--- config.mk ---
export PLATFORM = sky130hd
export DESIGN_NAME = recv_data
export DESIGN_NICKNAME = d
export VERILOG_FILES = /design/src/rtl/rsa_rfid_pkg.sv /design/src/rtl/recv_data_gap_timer.sv /design/src/rtl/recv_data.sv
export SDC_FILE = /design/constraint.sdc
export NUM_CORES = 1
export LEC_CHECK = 0
export ABC_AREA = 1
export CORE_ASPECT_RATIO = 2
export CORE_MARGIN = 4
export CORE_UTILIZATION = 30
export CTS_CLUSTER_DIAMETER = 40
export DETAILED_ROUTE_END_ITERATION = 16
export PLACE_DENSITY = 0.46
export SLEW_MARGIN = 20
export SYNTH_ARGS = -nofsm -noshare
export SYNTH_HDL_FRONTEND = slang
export SYNTH_SLANG_ARGS = --single-unit
--- constraint.sdc ---
create_clock -name clock -period 1.7 [get_ports clock]
set_input_delay 0.17 -clock clock [delete_from_list [all_inputs] [get_ports clock]]
set_output_delay 0.17 -clock clock [all_outputs]
set_load 0.05 [all_outputs]
--- src/rtl/rsa_rfid_pkg.sv ---
`default_nettype none
// ============================================================================
//  Module      : rsa_rfid_pkg
//  Description : Definitions shared by the RSA RFID byte-link blocks
//                (send_data / recv_data): word geometry, byte order and
//                receiver state encoding.
//  Revision    : 1.0 - initial release
// ============================================================================
package rsa_rfid_pkg;

    // Word geometry of the link.
    localparam int WORD_BYTES = 4;
    localparam int BYTE_W     = 8;

    // Byte order on the wire: the first byte carried is the most significant
    // byte of the cipher word. The transmitter and receiver must agree.
    localparam bit MSB_FIRST  = 1'b1;

    // Receiver state encoding.
    typedef enum logic [1:0] {
        IDLE = 2'd0,
        REQ  = 2'd1,
        LAT  = 2'd2,
        DONE = 2'd3
    } rx_state_e;

endpackage
`default_nettype wire

--- src/rtl/recv_data_gap_timer.sv ---
`default_nettype none
// ============================================================================
//  Module      : gap_timer
//  Description : 16-bit saturating gap counter. Counts cycles spent waiting
//                for a byte; 'expire' flags that the current wait cycle is
//                the last one allowed.
//  Ports       : clock  - rising-edge clock
//                reset  - asynchronous active-low reset
//                clr    - restart the count at zero (priority over en)
//                en     - count one more empty cycle
//                expire - count has reached GAP_TIMEOUT-1
//  Revision    : 1.0 - initial release
// ============================================================================
module gap_timer #(
    parameter int GAP_TIMEOUT = 1024
) (
    input  logic clock,
    input  logic reset,
    input  logic clr,
    input  logic en,
    output logic expire
);

    localparam logic [15:0] LIMIT = 16'(GAP_TIMEOUT - 1);

    logic [15:0] cnt_q;
    logic [15:0] cnt_d;

    always_comb begin
        cnt_d = cnt_q;
        if (clr) begin
            cnt_d = '0;
        end else if (en && (cnt_q != 16'hFFFF)) begin
            // Saturate rather than wrap so a stuck enable can never re-arm.
            cnt_d = cnt_q + 16'd1;
        end
    end

    // The count equals N-1 during the N-th consecutive empty cycle, so this
    // flags the GAP_TIMEOUT-th empty cycle.
    assign expire = (cnt_q >= LIMIT);

    always_ff @(posedge clock or negedge reset) begin
        if (!reset) begin
            cnt_q <= '0;
        end else begin
            cnt_q <= cnt_d;
        end
    end

endmodule
`default_nettype wire

--- src/rtl/recv_data.sv ---
`default_nettype none
// ============================================================================
//  Module      : recv_data
//  Description : Byte-to-word receiver. On 'start' pops WORD_BYTES bytes from
//                a FIFO with one-cycle read latency, assembles them with the
//                first byte most significant, and pulses 'done'. A per-byte
//                gap timer aborts a stalled word with a 'timeout' pulse.
//  Ports       : clock      - rising-edge clock
//                reset      - asynchronous active-low reset
//                start      - request one word (sampled in IDLE only)
//                fifo_q     - FIFO read data, valid the cycle after req_rd
//                fifo_empty - FIFO empty flag
//                req_rd     - FIFO read request, one cycle per byte
//                data_out   - last completed word
//                done       - one-cycle pulse, data_out just updated
//                busy       - receiver not idle
//                timeout    - one-cycle pulse, word aborted on byte gap
//  Revision    : 1.0 - initial release
// ============================================================================
module recv_data #(
    parameter int WORD_BYTES  = rsa_rfid_pkg::WORD_BYTES,
    parameter int GAP_TIMEOUT = 1024
) (
    input  logic                      clock,
    input  logic                      reset,
    input  logic                      start,
    input  logic [7:0]                fifo_q,
    input  logic                      fifo_empty,
    output logic                      req_rd,
    output logic [8*WORD_BYTES-1:0]   data_out,
    output logic                      done,
    output logic                      busy,
    output logic                      timeout
);

    import rsa_rfid_pkg::*;

    localparam int              WORD_W    = 8 * WORD_BYTES;
    localparam int              CNT_W     = (WORD_BYTES > 1) ? $clog2(WORD_BYTES) : 1;
    localparam logic [CNT_W-1:0] LAST_BYTE = CNT_W'(WORD_BYTES - 1);

    rx_state_e          state_q,   state_d;
    logic [CNT_W-1:0]   cnt_q,     cnt_d;
    logic [WORD_W-1:0]  shreg_q,   shreg_d;
    logic [WORD_W-1:0]  data_q,    data_d;
    logic               timeout_q, timeout_d;

    logic               gap_clr;
    logic               gap_en;
    logic               gap_expire;

    logic [WORD_W-1:0]  shreg_in;

    gap_timer #(
        .GAP_TIMEOUT (GAP_TIMEOUT)
    ) u_gap_timer (
        .clock  (clock),
        .reset  (reset),
        .clr    (gap_clr),
        .en     (gap_en),
        .expire (gap_expire)
    );

    // Shift the new byte in so the first byte ends up at the top of the word.
    always_comb begin
        if (MSB_FIRST) begin
            shreg_in = (shreg_q << BYTE_W) | WORD_W'(fifo_q);
        end else begin
            shreg_in = (shreg_q >> BYTE_W) | (WORD_W'(fifo_q) << (WORD_W - BYTE_W));
        end
    end

    always_comb begin
        state_d   = state_q;
        cnt_d     = cnt_q;
        shreg_d   = shreg_q;
        data_d    = data_q;
        timeout_d = 1'b0;
        gap_clr   = 1'b0;
        gap_en    = 1'b0;

        case (state_q)
            IDLE: begin
                if (start) begin
                    state_d = REQ;
                    cnt_d   = '0;
                    shreg_d = '0;
                    gap_clr = 1'b1;
                end
            end
            REQ: begin
                // A byte becoming available takes priority over an expiring
                // gap in the same cycle.
                if (!fifo_empty) begin
                    state_d = LAT;
                    gap_clr = 1'b1;
                end else if (gap_expire) begin
                    state_d   = IDLE;
                    timeout_d = 1'b1;
                end else begin
                    gap_en = 1'b1;
                end
            end
            LAT: begin
                shreg_d = shreg_in;
                cnt_d   = cnt_q + CNT_W'(1);
                if (cnt_q == LAST_BYTE) begin
                    data_d  = shreg_in;
                    state_d = DONE;
                end else begin
                    state_d = REQ;
                end
            end
            DONE: begin
                state_d = IDLE;
            end
            default: begin
                state_d = IDLE;
            end
        endcase
    end

    always_ff @(posedge clock or negedge reset) begin
        if (!reset) begin
            state_q   <= IDLE;
            cnt_q     <= '0;
            shreg_q   <= '0;
            data_q    <= '0;
            timeout_q <= 1'b0;
        end else begin
            state_q   <= state_d;
            cnt_q     <= cnt_d;
            shreg_q   <= shreg_d;
            data_q    <= data_d;
            timeout_q <= timeout_d;
        end
    end

    // Read request is combinational so it can never be raised on an empty FIFO.
    assign req_rd   = (state_q == REQ) && !fifo_empty;
    assign busy     = (state_q != IDLE);
    assign done     = (state_q == DONE);
    assign timeout  = timeout_q;
    assign data_out = data_q;

endmodule
`default_nettype wire

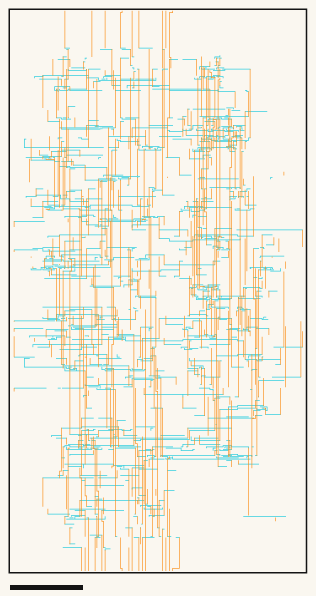
*Metal layers overlaid*
Scale bar: 20 um. Two of the layers only.
| color | layer | wire length |
|---|---|---|
| orange | metal 2 | 4,110 um |
| cyan | metal 1 | 2,800 um |
WL/cell: 13.81 um
DRT Wirelength: 7.280 mm

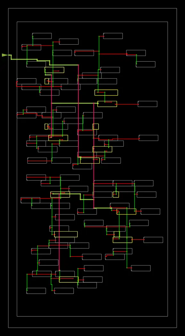
*The clock network*
clk_lat worst skew: 330 ps
Clock group: 2020 uW
CTS buffer count: 9
clkbuf count: 10

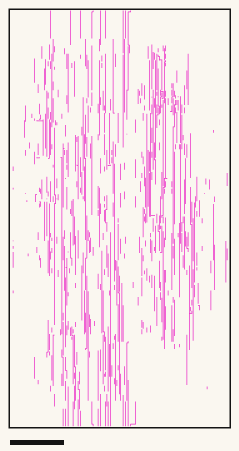
*Metal 2*
Scale bar: 20 um.
wire length on this layer: 4,110 um
main direction: vertical
longest straight run: 71.2 um
nets with wire on the layer: 322
routed via count: 2,312
met2 Usage GRT: 0.2338

## power by group through the flow
| stage | clock network [uW] | registers [uW] | logic (uW) |
|---|---|---|---|
| 6_report | 2020 | 2490 | 2350 |
| 5_1_grt | 2170 | 2540 | 2570 |
| 4_1_cts | 2080 | 2490 | 2410 |
| 3_5_place_dp | 0 | 2530 | 2410 |
| 3_3_place_gp | 0 | 2520 | 2390 |
| 2_1_floorplan | 0 | 3120 | 981 |
## cell usage in the layout, fill, tap and decap left out, types with 3 or more instances in the layout
cell type / count
clkbuf_16: 9
clkdlybuf4s50_1: 13
o22ai_1: 24
nand2_1: 75
xor2_1: 4
buf_4: 34
o21ai_1: 25
buf_12: 5
o21ai_0: 7
inv_1: 53
inv_2: 5
dfrtp_1: 77
nand2_2: 5
clkinvlp_4: 3
nand3_1: 14
nor2_1: 18
==> Slide: Implementation Results <==
Physical Implementation Snapshot

Synthesis
  – Yosys cell count: 334
  – Syn Inst Count: around 330
  – Net Count, Synth: 348
  – Synth logic family: simple AND/OR/NAND/NOR gates
  – Top cells, area: dfrtp_1 (61%), nand2_1 (9.0%), inv_1 (6.3%)
  – Count leader, synth: dfrtp_1
  – XOR/XNOR Fraction of Synth Area: 0.01105

Clock network
  – CTS Hold Buffers Added: 1
  – Post-cts sizing count: 0
  – CTS tree: yes
  – CTS root buffer: clkbuf_16

Final timing
  – Clock skew: 4.883 ps
  – Least-Margin Pin Slew: about 500 ps
  – Slew Limit Headroom: 0.6639
  – Worst hold slack: approximately 280 ps
  – Cycle use final: 0.9735
  – Endpoints failing setup: 0
  – Fin worst setup slack: between 40 and 50 ps

Setup path
  – Worst setup path end: data_out[19]
  – Worst r2r src: u_gap_timer.cnt_q[1]
  – CP Launch Point: data_out[19]
  – Setup CP Type: reg -> out
  – CP Cell Sequence: clkdlybuf4s50_1
  – Top cell family by delay on the critical path: buffers and inverters

Final layout
  – Layout clock area frac: 0.07754
  – Largest register FFs: 32
  – Share of cells above drive strength 1: 0.1786
  – Non-clock inverters: 58
  – Final Instance Area: 4083 um^2

Routing
  – Residual DRC: 0
  – Via/cell ratio: ~4.4

Power and ir drop
  – Pleak: around 0.0021 uW
  – Comb pwr share: 0.343
  – Sw Ratio: 0.3782

Global route
  – Largest net degree at the start of global routing: 38
  – Global Route Usage Sum: 0.1317

Placement
  – Port Buffers: approximately 47

Outcome
  – Status: complete, no violations

Min path
  – Worst hold path type: in -> async
Power and IR drop assume default switching activity.
